Run 1, congestion heat map:
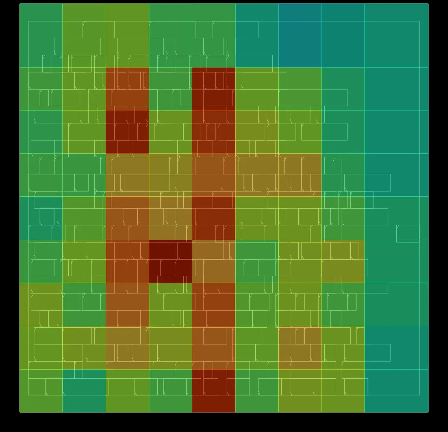
Run 1, pin placement:
(8 px per micron) Pins as bars across the die edge, other pins in grey.
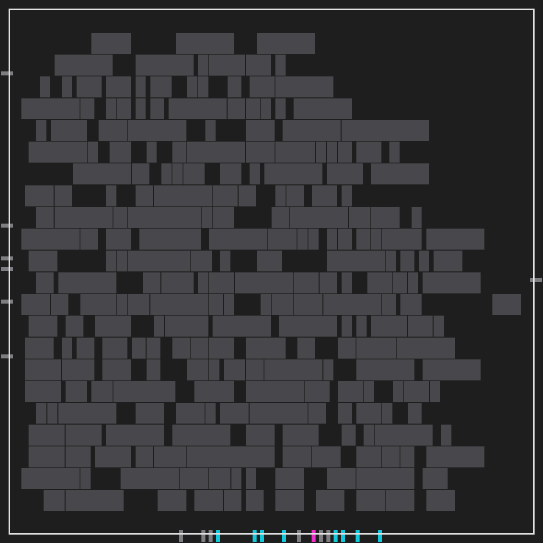
Run 1, routed metal per tile:
(6 px per micron) The die is cut into 13 by 13 equal tiles; dark blue is low, red is high, scaled to the fullest tile. Values are wire area over tile area, all layers added.
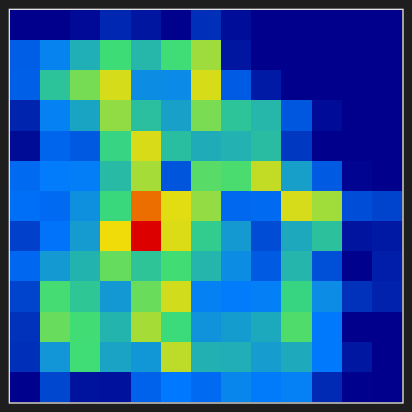
$ cat config.mk
export PLATFORM = sky130hd
export DESIGN_NAME = ballot_input_ctrl
export DESIGN_NICKNAME = d
export VERILOG_FILES = /design/src/rtl/ballot_input_ctrl.sv
export SDC_FILE = /design/constraint.sdc
export NUM_CORES = 1
export LEC_CHECK = 0
export CAP_MARGIN = 20
export CORE_UTILIZATION = 50
export CTS_CLUSTER_DIAMETER = 60
export CTS_CLUSTER_SIZE = 16
export DETAILED_ROUTE_END_ITERATION = 12
export GPL_ROUTABILITY_DRIVEN = 0
export PLACE_DENSITY = 0.81
export SYNTH_ARGS = -nofsm -noshare
export SYNTH_HDL_FRONTEND = slang
export SYNTH_SLANG_ARGS = --single-unit
$ cat constraint.sdc
create_clock -name clk -period 2.6 [get_ports clk]
set_clock_uncertainty 0.05 [all_clocks]
set_input_delay 0.39 -clock clk [delete_from_list [all_inputs] [get_ports clk]]
set_output_delay 0.39 -clock clk [all_outputs]
set_load 0.02 [all_outputs]
$ cat src/rtl/ballot_input_ctrl.sv
// ballot_input_ctrl: debounces four candidate buttons and issues one vote strobe per armed ballot
module ballot_input_ctrl #(
  parameter int DEBOUNCE_CYCLES = 20
) (
  input  logic       clk,
  input  logic       rst,
  input  logic       mode,
  input  logic       next_voter,
  input  logic       btn1,
  input  logic       btn2,
  input  logic       btn3,
  input  logic       btn4,
  output logic       voted_candidate1,
  output logic       voted_candidate2,
  output logic       voted_candidate3,
  output logic       voted_candidate4,
  output logic       ready,
  output logic       invalid,
  output logic [7:0] ballots_cast
);
  localparam int CW = $clog2(DEBOUNCE_CYCLES + 1);
  typedef enum logic [1:0] {IDLE, ARMED, VOTE, WAIT_REL} state_t;
  state_t state, state_n;
  logic [3:0] raw, s1, sync_q, stable, voted;
  logic [2:0] pc;
  logic [1:0] idx, sel;
  logic ret, armed_live;
  assign raw = {btn4, btn3, btn2, btn1};
  always_ff @(posedge clk)
    if (rst) begin
      s1 <= '0;
      sync_q <= '0;
    end else begin
      s1 <= raw;
      sync_q <= s1;
    end
  for (genvar i = 0; i < 4; i++) begin : g_db
    logic [CW-1:0] cnt;
    logic st;
    always_ff @(posedge clk)
      if (rst) begin
        st <= 1'b0;
        cnt <= '0;
      end else if (sync_q[i] == st) cnt <= '0;
      else if (cnt == CW'(DEBOUNCE_CYCLES - 1)) begin
        st <= sync_q[i];
        cnt <= '0;
      end else cnt <= cnt + 1'b1;
    assign stable[i] = st;
  end
  assign pc = {2'b0, stable[0]} + {2'b0, stable[1]} + {2'b0, stable[2]} + {2'b0, stable[3]};
  assign sel = stable[1] ? 2'd1 : stable[2] ? 2'd2 : stable[3] ? 2'd3 : 2'd0;
  // mode is sampled here, so a press evaluated on the same edge mode rises is held off
  assign armed_live = (state == ARMED) && !mode;
  always_ff @(posedge clk)
    if (rst) state <= IDLE;
    else state <= state_n;
  always_comb begin
    state_n = state;
    case (state)
      IDLE:     if (next_voter && stable == 4'b0) state_n = ARMED;
      ARMED:    if (!mode && pc != 3'd0) state_n = pc == 3'd1 ? VOTE : WAIT_REL;
      VOTE:     state_n = WAIT_REL;
      WAIT_REL: if (stable == 4'b0) state_n = ret ? ARMED : IDLE;
      default:  state_n = IDLE;
    endcase
  end
  always_ff @(posedge clk)
    if (rst) begin
      idx <= '0;
      ret <= 1'b0;
      invalid <= 1'b0;
      ballots_cast <= '0;
    end else begin
      idx <= (armed_live && pc == 3'd1) ? sel : idx;
      ret <= (armed_live && pc > 3'd1) ? 1'b1 : (state == VOTE) ? 1'b0 : ret;
      invalid <= armed_live && pc > 3'd1;
      ballots_cast <= ballots_cast + {7'b0, state == VOTE};
    end
  always_comb begin
    voted = (state == VOTE) ? 4'(1) << idx : 4'b0;
    ready = state == ARMED;
  end
  assign {voted_candidate4, voted_candidate3, voted_candidate2, voted_candidate1} = voted;
endmodule

==> results.txt, run 1 <==
The layout was made with Yosys and OpenROAD.

The number of setup violations in the final report is 0. For this run the detailed placement stage logged an HPWL of 2441 microns. The sequential group share of total power is 45.9%. The pin closest to its max-slew limit shows a slew of 0.4710 ns.

The proportion of power drawn by the clock network is between 30 and 40%. The post-route core utilization is 66.34%. The post-synthesis cell count from yosys is 214. Warnings reported by Yosys during synthesis add up to 0.

Across the VDD grid, the largest voltage drop is 0.4850 mV. The total instance count after detailed placement is 286. STA classifies the critical path startpoint as a register. The critical path's largest stage delay is 0.53 ns.

Per the final layout report, the fraction of cells sized above drive strength 1 comes to 11.34%. The area share of the largest cell type after synthesis is a little under half. Setup repair after global routing could not meet its margin everywhere. Of the synthesized area, sequential elements account for a little under half. The setup TNS is 0 ns.

Dividing total power by cell area gives a power density of 656.1 nW/um^2. The cell area after technology mapping is 2008 sq um. The area added between synthesis and finish is 23.68%. By instance count, the cell type seen most on the critical path is or3b_4. The number of buffers added to fix hold violations after cts is 0. The run finished with clean final reports. The area enclosed by the die boundary is 4274 sq um.

The net total in the final layout is 270. Switching power as a fraction of the total was reported as between 20 and 25%. The number of antenna diodes in the final layout is 0.

For reference, the top cells by area after synthesis are dfxtp_1 46%, ha_1 9.3%, nor2_1 6.9%. The remaining max-slew budget at the tightest pin is roughly 68%. Traced cell by cell, the critical path runs through fa_1 -> ha_2 -> ha_4 -> or3b_4 -> or3b_4 -> or3_1 -> a21oi_2. The kind of critical path is register to register. The first global-routing pass estimated 5796 microns of wire. The clock latency on the worst-skew pair is 0.30 ns. The async set or reset register ratio after synthesis is 0%. The most numerous logic cell after layout is dfxtp_1.

In the floorplan report the effective utilization is 53.64%. The final route contains 1470 vias. The standard-cell row count is 22. Warnings raised by the tools during the run amount to 34. Per the cell usage report, the commonest logic cells after layout are 43 x dfxtp_1, 37 x nor2_1, 21 x clkdlybuf4s50_1, 16 x inv_1, 13 x ha_1. The synthesis area per yosys is 2008 sq um. 22 I/O pins were placed. Along the worst path, the maximum fanout reaches 2. The global routing report lists combined usage of all routing layers as between 10% and 20%.

The number of synthesized register bits is 46. The per-cell via count in the routed design is between 4 and 5. After layout, the minimum clock period comes to 2.599 ns. CTS reports a maximum clock tree buffer depth of 2.

The detailed-routing iteration count for the pre-antenna-repair pass is 4. Buffers inserted during clock tree synthesis total 5. The number of nets in the synthesized netlist is 238. After filler insertion, the fill cell instance count of the layout stands at 320. The clock tree from TritonCTS is done. The final clock period utilization by the worst path is 99.94%. Yosys mapped a number of flops with a built-in enable equal to 0. The timing-limited maximum frequency is 384.8 MHz.

The reported leakage power is 0.9862 nW. For the completed layout, the total cell area is recorded as 2484 sq um. Per the post-CTS timing run, clock transition at the registers of the reported paths is 0.08 ns. The clock root buffer master is clkbuf_8. Per the CTS log, the maximum H-tree level is 2. The placement stage leaves a total instance area of 2315 sq um. The net switching power is 371.5 uW. The number of antenna violations at the first check in global routing is 0. For reference, the final report shows the max-slew violation count at 0.
## Picture notes: 'congestion heat map'
met2 Usage GRT: 30.54%
met3 track demand over resource in global routing: 5.208%

## Picture notes: 'pin placement'
Key: magenta = voted_candidate2 [pins 1, direction output, edge bottom]; cyan = ballots_cast [pins 8, direction output, edge bottom]
floorplan die width: 65.38 microns
count of port buffers added during placement: 21
Die Height: 65.38 microns

## Picture notes: 'routed metal per tile'
18% of the tiles are nearly empty. The fullest tile reaches 0.45. The densest ninth of the die: centre. The emptiest ninth of the die: upper right.
routed length per instance: 11.55 microns
total length of routed wires: 3406 microns

run 1: Yosys cell counts (2+ instances only):
master and n:
dfxtp_1 46, nor2_1 37, inv_1 16, ha_1 15
nor2b_1 11, xor2_1 10, nand3_1 8, xnor2_1 8
nand2_1 7, o21ai_0 7, mux2i_1 6, nand2b_1 5
a22oi_1 4, or2_2 4, a21oi_1 3, and3_1 3
clkbuf_1 3, nor3_1 3, nor4bb_1 2, o31ai_1 2
run 1: state kept, by name (all words and copies together) (netlist names):
signal / flops
invalid: 1
sync_q: 4
ballots_cast: 8
idx: 2
ret: 1
g_db.cnt: 20
s1: 4
state: 2
g_db.st: 4
run 1: stage by stage:
| step | hold WS (ns) | setup WS, ns |
|---|---|---|
| 2_1_floorplan | 0.3638 | 0.02221 |
| 3_3_place_gp | 0.3691 | 0.02254 |
| 3_5_place_dp | 0.3765 | -0.03219 |
| 4_1_cts | 0.3969 | -0.002387 |
| 5_1_grt | 0.4060 | -0.06290 |
| 6_report | 0.3911 | 0.001432 |
run 1: final cells by class:
cell class | count | area [sq um] | area share [%]
inverters | 16 | 60.06 | 2.418
multi-input cells | 149 | 1033 | 41.61
repair buffers | 28 | 262.8 | 10.58
well taps | 48 | 60.06 | 2.418
flip-flops and latches | 46 | 924.6 | 37.23
clock buffers | 6 | 82.58 | 3.325
clock inverters | 2 | 60.06 | 2.418
run 1: critical path, delay by kind of cell, from the launching register on:
family | cells | cell delay [ns]
compound gates | 1 | 0.13
simple gates | 3 | 1.08
flops | 1 | 0.34
fa+ha+maj | 3 | 0.94
run 1: cell families after synthesis:
family	count (synthesis)	synth area share, %
AND/OR/NAND/NOR	89	23.12
XOR/XNOR	18	7.850
adder cells (fa/ha/maj)	16	10.34
buffers and inverters	19	3.551
flip-flops	46	45.86
multiplexers	6	2.991
AND-OR/OR-AND	20	6.293
run 1: path summary, 6_finish.rpt:
check	from	endpoint	slack, ns	cells after the start
max	g_db[0].st	idx[1]	0.001	7
min	s1[2]	sync_q[2]	0.39	1
max reg2reg	g_db[0].st	idx[1]	0.001	7
min reg2reg	s1[2]	sync_q[2]	0.39	1
run 1: layer usage:
layer	global-route usage, %	up-vias	part of all wire (%)
li1	-	763	-
met4	9.783	0	2.1
met1	20.41	682	46
met2	30.54	17	49
met3	5.208	8	3.1
met5	0	-	0
run 1: power groups by stage:
stage / clock network [mW] / logic (mW) / registers [mW]
floorplan: 0 / 0.155 / 0.767
global placement: 0 / 0.233 / 0.763
detailed placement: 0 / 0.234 / 0.763
CTS: 0.660 / 0.240 / 0.747
global route: 0.686 / 0.268 / 0.752
finish: 0.644 / 0.238 / 0.748
run 1: timing repair:
item / CTS / global route
pin swaps: 0 / 0
gates resized: 4 / 0
buffers inserted: 0 / 1
endpoints found under the setup margin: 2 / 1
==> run 2: changes to the inputs <==
Settings changed: CAP_MARGIN 20 to default, SLEW_MARGIN from default to 20.
Run 2, pin placement:
(8 px per micron) Pins as bars across the die edge, other pins in grey.
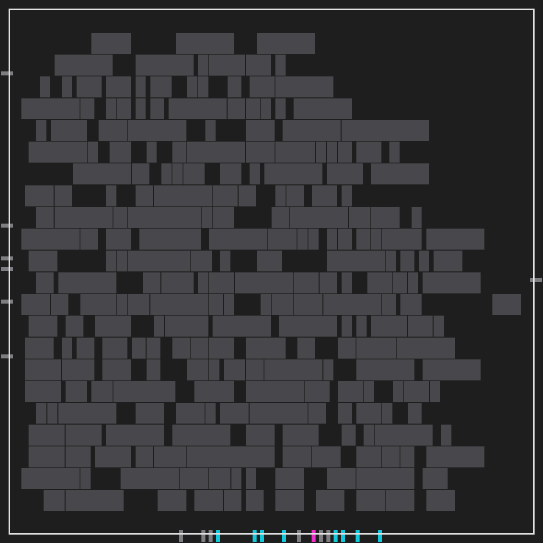
Key: magenta = voted_candidate2 [pins 1, direction output, edge bottom]; cyan = ballots_cast [pins 8, direction output, edge bottom]

==> run 2 against run 1 <==
  * Non-clock buffer count did not move
  * Critical path depth did not move
  * Routed wire length unchanged
  * Utilization did not move
  * Sequential share of layout area is the same
  * Synthesized area did not move
  * Via count did not move
  * Global-route usage unchanged
  * Synthesized cell count unchanged
  * Power is the same
  * Worst setup slack did not move
  * Count of clock-buffer cells in the layout is the same
  * Critical path type unchanged
==> results.txt, run 2 <==
The layout was made with Yosys and OpenROAD.

The depth of the worst register-to-register path is 7. Sorting the synthesized cells by how often they occur yields 46 x dfxtp_1, 37 x nor2_1, 16 x inv_1, 15 x ha_1, 11 x nor2b_1. Counting along the longest clock path gives a buffer depth of 2.

The power report puts the leakage power at 0.9862 nW. The registers of the reported paths see a clock transition of 0.08 ns. The top-level I/O count is 22.

IR analysis of the VDD net gives a maximum drop of 0.4850 mV. The area share of the largest cell type after synthesis is 45.86%. Before CTS, the worst setup slack after placement is -0.03219 ns.

The final antenna diode tally reported by the flow is 0. The net total in the final layout is 270. Per the cell usage report, the commonest logic cell in the layout is dfxtp_1.

Setup repair after global routing could not meet its margin everywhere. For this run, the top clock speed supported by timing is 384.8 MHz. The endpoint identified for the worst register-to-register timing path is idx[1]. The sequential cell area fraction in the yosys report is 45.86%. The area enclosed by the die boundary is 4274 sq um. The clock root buffer master is clkbuf_8.

The clock tree from TritonCTS is done. The die is 65.38 microns tall. Warnings raised by the tools during the run amount to 34. The flow ran to the end, and the final reports show no timing, DRC or antenna violations.

Overall routing resource usage recorded by global route was 18.09%. The category of the worst setup path launch point is a register. The area added between synthesis and finish is 23.68%. The detailed-routing iteration count for the pre-antenna-repair pass is 4. The post-synth net total is 238. TritonRoute output was used to compute an average wire per cell of 11.55 microns. The worst reg2reg path startpoint is g_db[0].st. The H-tree generated during clock tree synthesis spans 2 levels. The clock latency on the worst-skew pair is 0.30 ns. The register name with the most flops is g_db.cnt. The kind of critical path is register to register.

The timing endpoint of the critical path is idx[1]. After clock tree synthesis, the flow added hold-fix buffers numbering 0. The power per unit of standard cell area is 656.1 nW/um^2. The setup slack of the worst register-to-register path is 0.001 ns.

The standard-cell row count is 22. The final timing report counts setup violations totalling 0. The detailed-placement wirelength estimate is 2441 microns. The Yosys step of the flow raised 0 warnings. The worst path setup slack after routing is between 0.001 and 0.0015 ns. The synthesis stat section lists a flop and latch total of 46. The library cells used most frequently in the layout, excluding fill and tap cells, are 43 x dfxtp_1, 37 x nor2_1, 21 x clkdlybuf4s50_1, 16 x inv_1, 13 x ha_1. In the post-synthesis netlist, the biggest area contributors are dfxtp_1 46%, ha_1 9.3%, nor2_1 6.9%. The register with the most flip-flops in the layout has 20 of them.

Post-synthesis, Yosys gives the total cell area as 2008 sq um. The total CTS buffers is 5. The remaining max-slew budget at the tightest pin is about two thirds. The post-synth tally of flip-flops with integrated enable is 0. The routed wire length is between 3000 and 4000 microns. dfxtp_1 is the most common cell in the netlist.
==> run 2: where the power goes <==
| part | leakage (nW) | switching [mW] | internal, mW |
|---|---|---|---|
| registers | 0.375 | 0.0176 | 0.730 |
| logic | 0.540 | 0.120 | 0.118 |
| clock network | 0.0714 | 0.234 | 0.410 |
==> run 2: worst min path at each step <==
| stage | from | endpoint | slack (ns) | cells after the start |
|---|---|---|---|---|
| global route | s1[2] | sync_q[2] | 0.41 | 1 |
| floorplan | s1[0] | sync_q[0] | 0.36 | 1 |
| finish | s1[2] | sync_q[2] | 0.39 | 1 |
| CTS | s1[1] | sync_q[1] | 0.40 | 1 |
| global placement | s1[2] | sync_q[2] | 0.37 | 1 |
| detailed placement | s1[1] | sync_q[1] | 0.38 | 1 |
==> run 2: final cells by class <==
type	count	area [sq um]
Multi-Input combinational cell	149	1033
Clock buffer	6	82.58
Clock inverter	2	60.06
Inverter	16	60.06
Timing Repair Buffer	28	262.8
Tap cell	48	60.06
Fill cell	320	1260
Sequential cell	46	924.6
==> run 2: timing repair <==
item | 4_1_cts | 5_1_grt
resized | 4 | 0
setup endpoints to repair | 2 | 1
buffers inserted | 0 | 1
hold endpoints to repair | 0 | 0
==> run 2: critical path, stage by stage, from the launching register on <==
cell and delay (ns):
dfxtp_2 0.34, fa_1 0.53, ha_2 0.20, ha_4 0.21, or3b_4 0.38, or3b_4 0.38, or3_1 0.32, a21oi_2 0.13
==> run 2: per-stage QoR <==
| step | utilization (%) | hold slack [ns] | instances | area (sq um) |
|---|---|---|---|---|
| after floorplan | - | 0.3638 | 214 | 2011 |
| after global placement | 61.83 | 0.3691 | 286 | 2315 |
| after detailed placement | 61.83 | 0.3765 | 286 | 2315 |
| after CTS | 66.14 | 0.3969 | 294 | 2476 |
| after global routing | 66.34 | 0.4060 | 295 | 2484 |
| final | 66.34 | 0.3911 | 295 | 2484 |
==> run 2: cell families (layout without fill, tap and decap cells) <==
| kind of cell | count (synthesis) | count (layout) | share of synthesized area [%] |
|---|---|---|---|
| xor+xnor | 18 | 18 | 7.850 |
| buf+inv | 19 | 52 | 3.551 |
| compound gates | 20 | 20 | 6.293 |
| simple gates | 89 | 89 | 23.12 |
| flops | 46 | 46 | 45.86 |
| fa+ha+maj | 16 | 16 | 10.34 |
| mux | 6 | 6 | 2.991 |
==> run 2: per-layer routing <==
metal	GRT usage [%]	share of wire, %
met3	5.208	3.1
met1	20.41	46
met2	30.54	49
met5	0	0
met4	9.783	2.1
==> run 3: changes to the inputs <==
Settings changed: CTS_CLUSTER_SIZE 16 to 25.
Run 3, signal wires on met3:
(8 px per micron) Cells faint in the background.
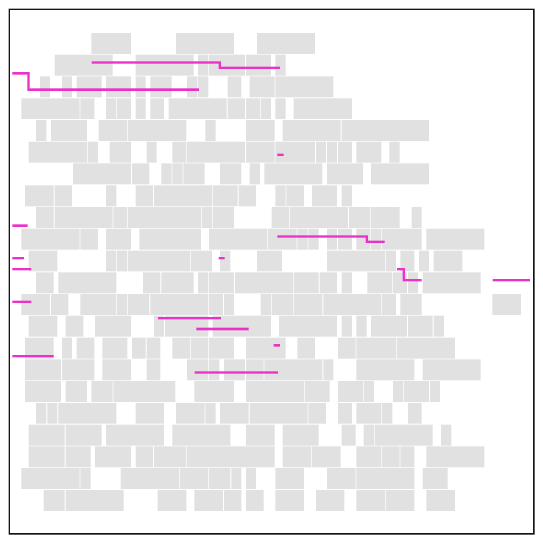
The wires run mostly horizontal. 10 nets have wire on it.
number of vias in the routed layout: 1470

==> run 3 against run 2 <==
  * Non-clock buffer count stayed put
  * Highest routed layer unchanged
  * Critical endpoint unchanged
  * Critical path depth stayed put
  * Largest cell class unchanged
  * Power stayed put
==> results.txt, run 3 <==
The layout was made with Yosys and OpenROAD.

Compared with the post-synthesis result, the final layout area differs by 23.68%. The tightest hold path in the finished design has a slack of 0.3911 ns. The multiplexer share of the synthesized area is 2.991%.

The detailed-routing iteration count for the pre-antenna-repair pass is 4. The simple-gate share of the synthesized area is between 20 and 25%. Per the CTS log, the buffer count on the longest clock path is 2. Once layout is complete, the cells apart from fillers number 295. The top cell types in the final layout, fill and taps aside, are 43 x dfxtp_1, 37 x nor2_1, 21 x clkdlybuf4s50_1, 16 x inv_1, 13 x ha_1.

Counting the warning lines in the Yosys log gives 0. The category of the worst setup path launch point is a register. The setup TNS is 0 ns. The share of final-layout standard cells stronger than drive strength 1 is 11.34%. Across all stage logs, warnings added up to 34. The clock root buffer master is clkbuf_8. Counting only logic cells after layout, the most numerous master is dfxtp_1. The post-synth tally of flip-flops with integrated enable is 0. The maximum vdd drop is about 0.49 mV. The number of antenna cells inserted is 0. The floorplan die height is 65.38 microns. The total instance count after detailed placement is 286. Yosys shows that the main logic family after synthesis is simple AND/OR/NAND/NOR gates. The total CTS buffers is 5. The per-cell via count in the routed design is roughly 5.

Of the available clock period, the critical path in the final layout requires 99.94%. In the final report, the number of pins over their slew limit comes to 0. The standard-cell row count is 22. The cell sequence reported for the critical path is fa_1 -> ha_2 -> ha_4 -> or3b_4 -> or3b_4 -> or3_1 -> a21oi_2.

Counting flops and latches in the post-synthesis netlist gives 46. The number of buffers added to fix hold violations after cts is 0. The synthesis area per yosys is 2008 sq um.

The detailed-placement wirelength estimate is 2441 microns. The post-synthesis adder-cell area fraction is 10.34%. Per the OpenROAD floorplan log, the area of the die is approximately 4300 sq um. The post-synthesis cell count from yosys is between 200 and 250. The largest register by flop count is g_db.cnt. The net total in the final layout is 270. The async set or reset register ratio after synthesis is 0%. The flow ran to the end, and the final reports show no timing, DRC or antenna violations. The dominant cell type by count on the critical path is or3b_4.

The H-tree depth reported by CTS is 2. The transition time at the pin with the least slew margin is 0.4710 ns. The global-route wire length before repair is 5796 microns.

The clock tree from TritonCTS is done. The end-of-flow timing check tallies setup violations at 0. The top-level I/O count is 22. The power report puts the leakage power at 0.9862 nW.

The worst path setup slack after routing is 0.001432 ns. After synthesis, the most frequently instantiated cells are 46 x dfxtp_1, 37 x nor2_1, 16 x inv_1, 15 x ha_1, 11 x nor2b_1. The number of flip-flops under the largest register name is 20. The highest clock rate this design can be run at is a little under 400 MHz.

The cell area after technology mapping is 2008 sq um. For reference, compound AND-OR and OR-AND cells occupy 6.293% of the area reported after synthesis. The synthesized netlist devotes 7.850% of its cell area to XOR and XNOR gates.

The number of input and output port buffers inserted is 21. Per the skew report, the later register of the worst-skew pair sees a clock latency of about 0.30 ns. The top fanout value on the critical path is 2.

The most numerous cell in the Yosys netlist is dfxtp_1. The routed wirelength normalized by instance count is 11.55 microns. Synthesis produced a netlist with a net count of 238.
[run 3: cell type report]
cell class	count	area, sq um
sequential	46	924.6
multi-input combinational	149	1033
timing repair buffer	28	262.8
tap	48	60.06
fill	320	1260
inverter	16	60.06
clock buffer	6	82.58
clock inverter	2	60.06
[run 3: through the flow]
step	power (mW)	area, sq um	util [%]
CTS	1.648	2476	66.14
global route	1.706	2484	66.34
floorplan	0.9224	2011	-
detailed placement	0.9973	2315	61.83
global placement	0.9965	2315	61.83
finish	1.630	2484	66.34
[run 3: kinds of logic after synthesis]
| logic type | after synthesis |
|---|---|
| AND/OR/NAND/NOR | 89 |
| AND-OR/OR-AND | 20 |
| multiplexers | 6 |
| buffers and inverters | 19 |
| flip-flops | 46 |
| XOR/XNOR | 18 |
| adder cells (fa/ha/maj) | 16 |
[run 3: final timing paths]
kind / start / endpoint / slack (ns) / cells past startpoint
min: s1[2] / sync_q[2] / 0.39 / 1
max: g_db[0].st / idx[1] / 0.001 / 7
max reg2reg: g_db[0].st / idx[1] / 0.001 / 7
min reg2reg: s1[2] / sync_q[2] / 0.39 / 1
[run 3: layer usage]
layer | GRT usage, % | wire length [microns] | up-vias
met1 | 20.41 | 1568 | 682
met2 | 30.54 | 1658 | 17
li1 | - | - | 763
met5 | 0 | 0 | -
met3 | 5.208 | 107 | 8
met4 | 9.783 | 72 | 0
[run 3: worst max-delay path, delay by kind of cell, from the launching register on]
family | cells | cell delay [ns]
flip-flops | 1 | 0.34
adder cells (fa/ha/maj) | 3 | 0.94
AND/OR/NAND/NOR | 3 | 1.08
AND-OR/OR-AND | 1 | 0.13
[run 3: repair_timing]
action	CTS	global route
resized	4	0
endpoints found under the setup margin	2	1
setup buffers	0	1
[run 3: power breakdown]
group	switching, mW	internal [mW]
sequential	0.0176	0.730
combinational	0.120	0.118
clock	0.234	0.410
Power is estimated from default activity; no workload was simulated.
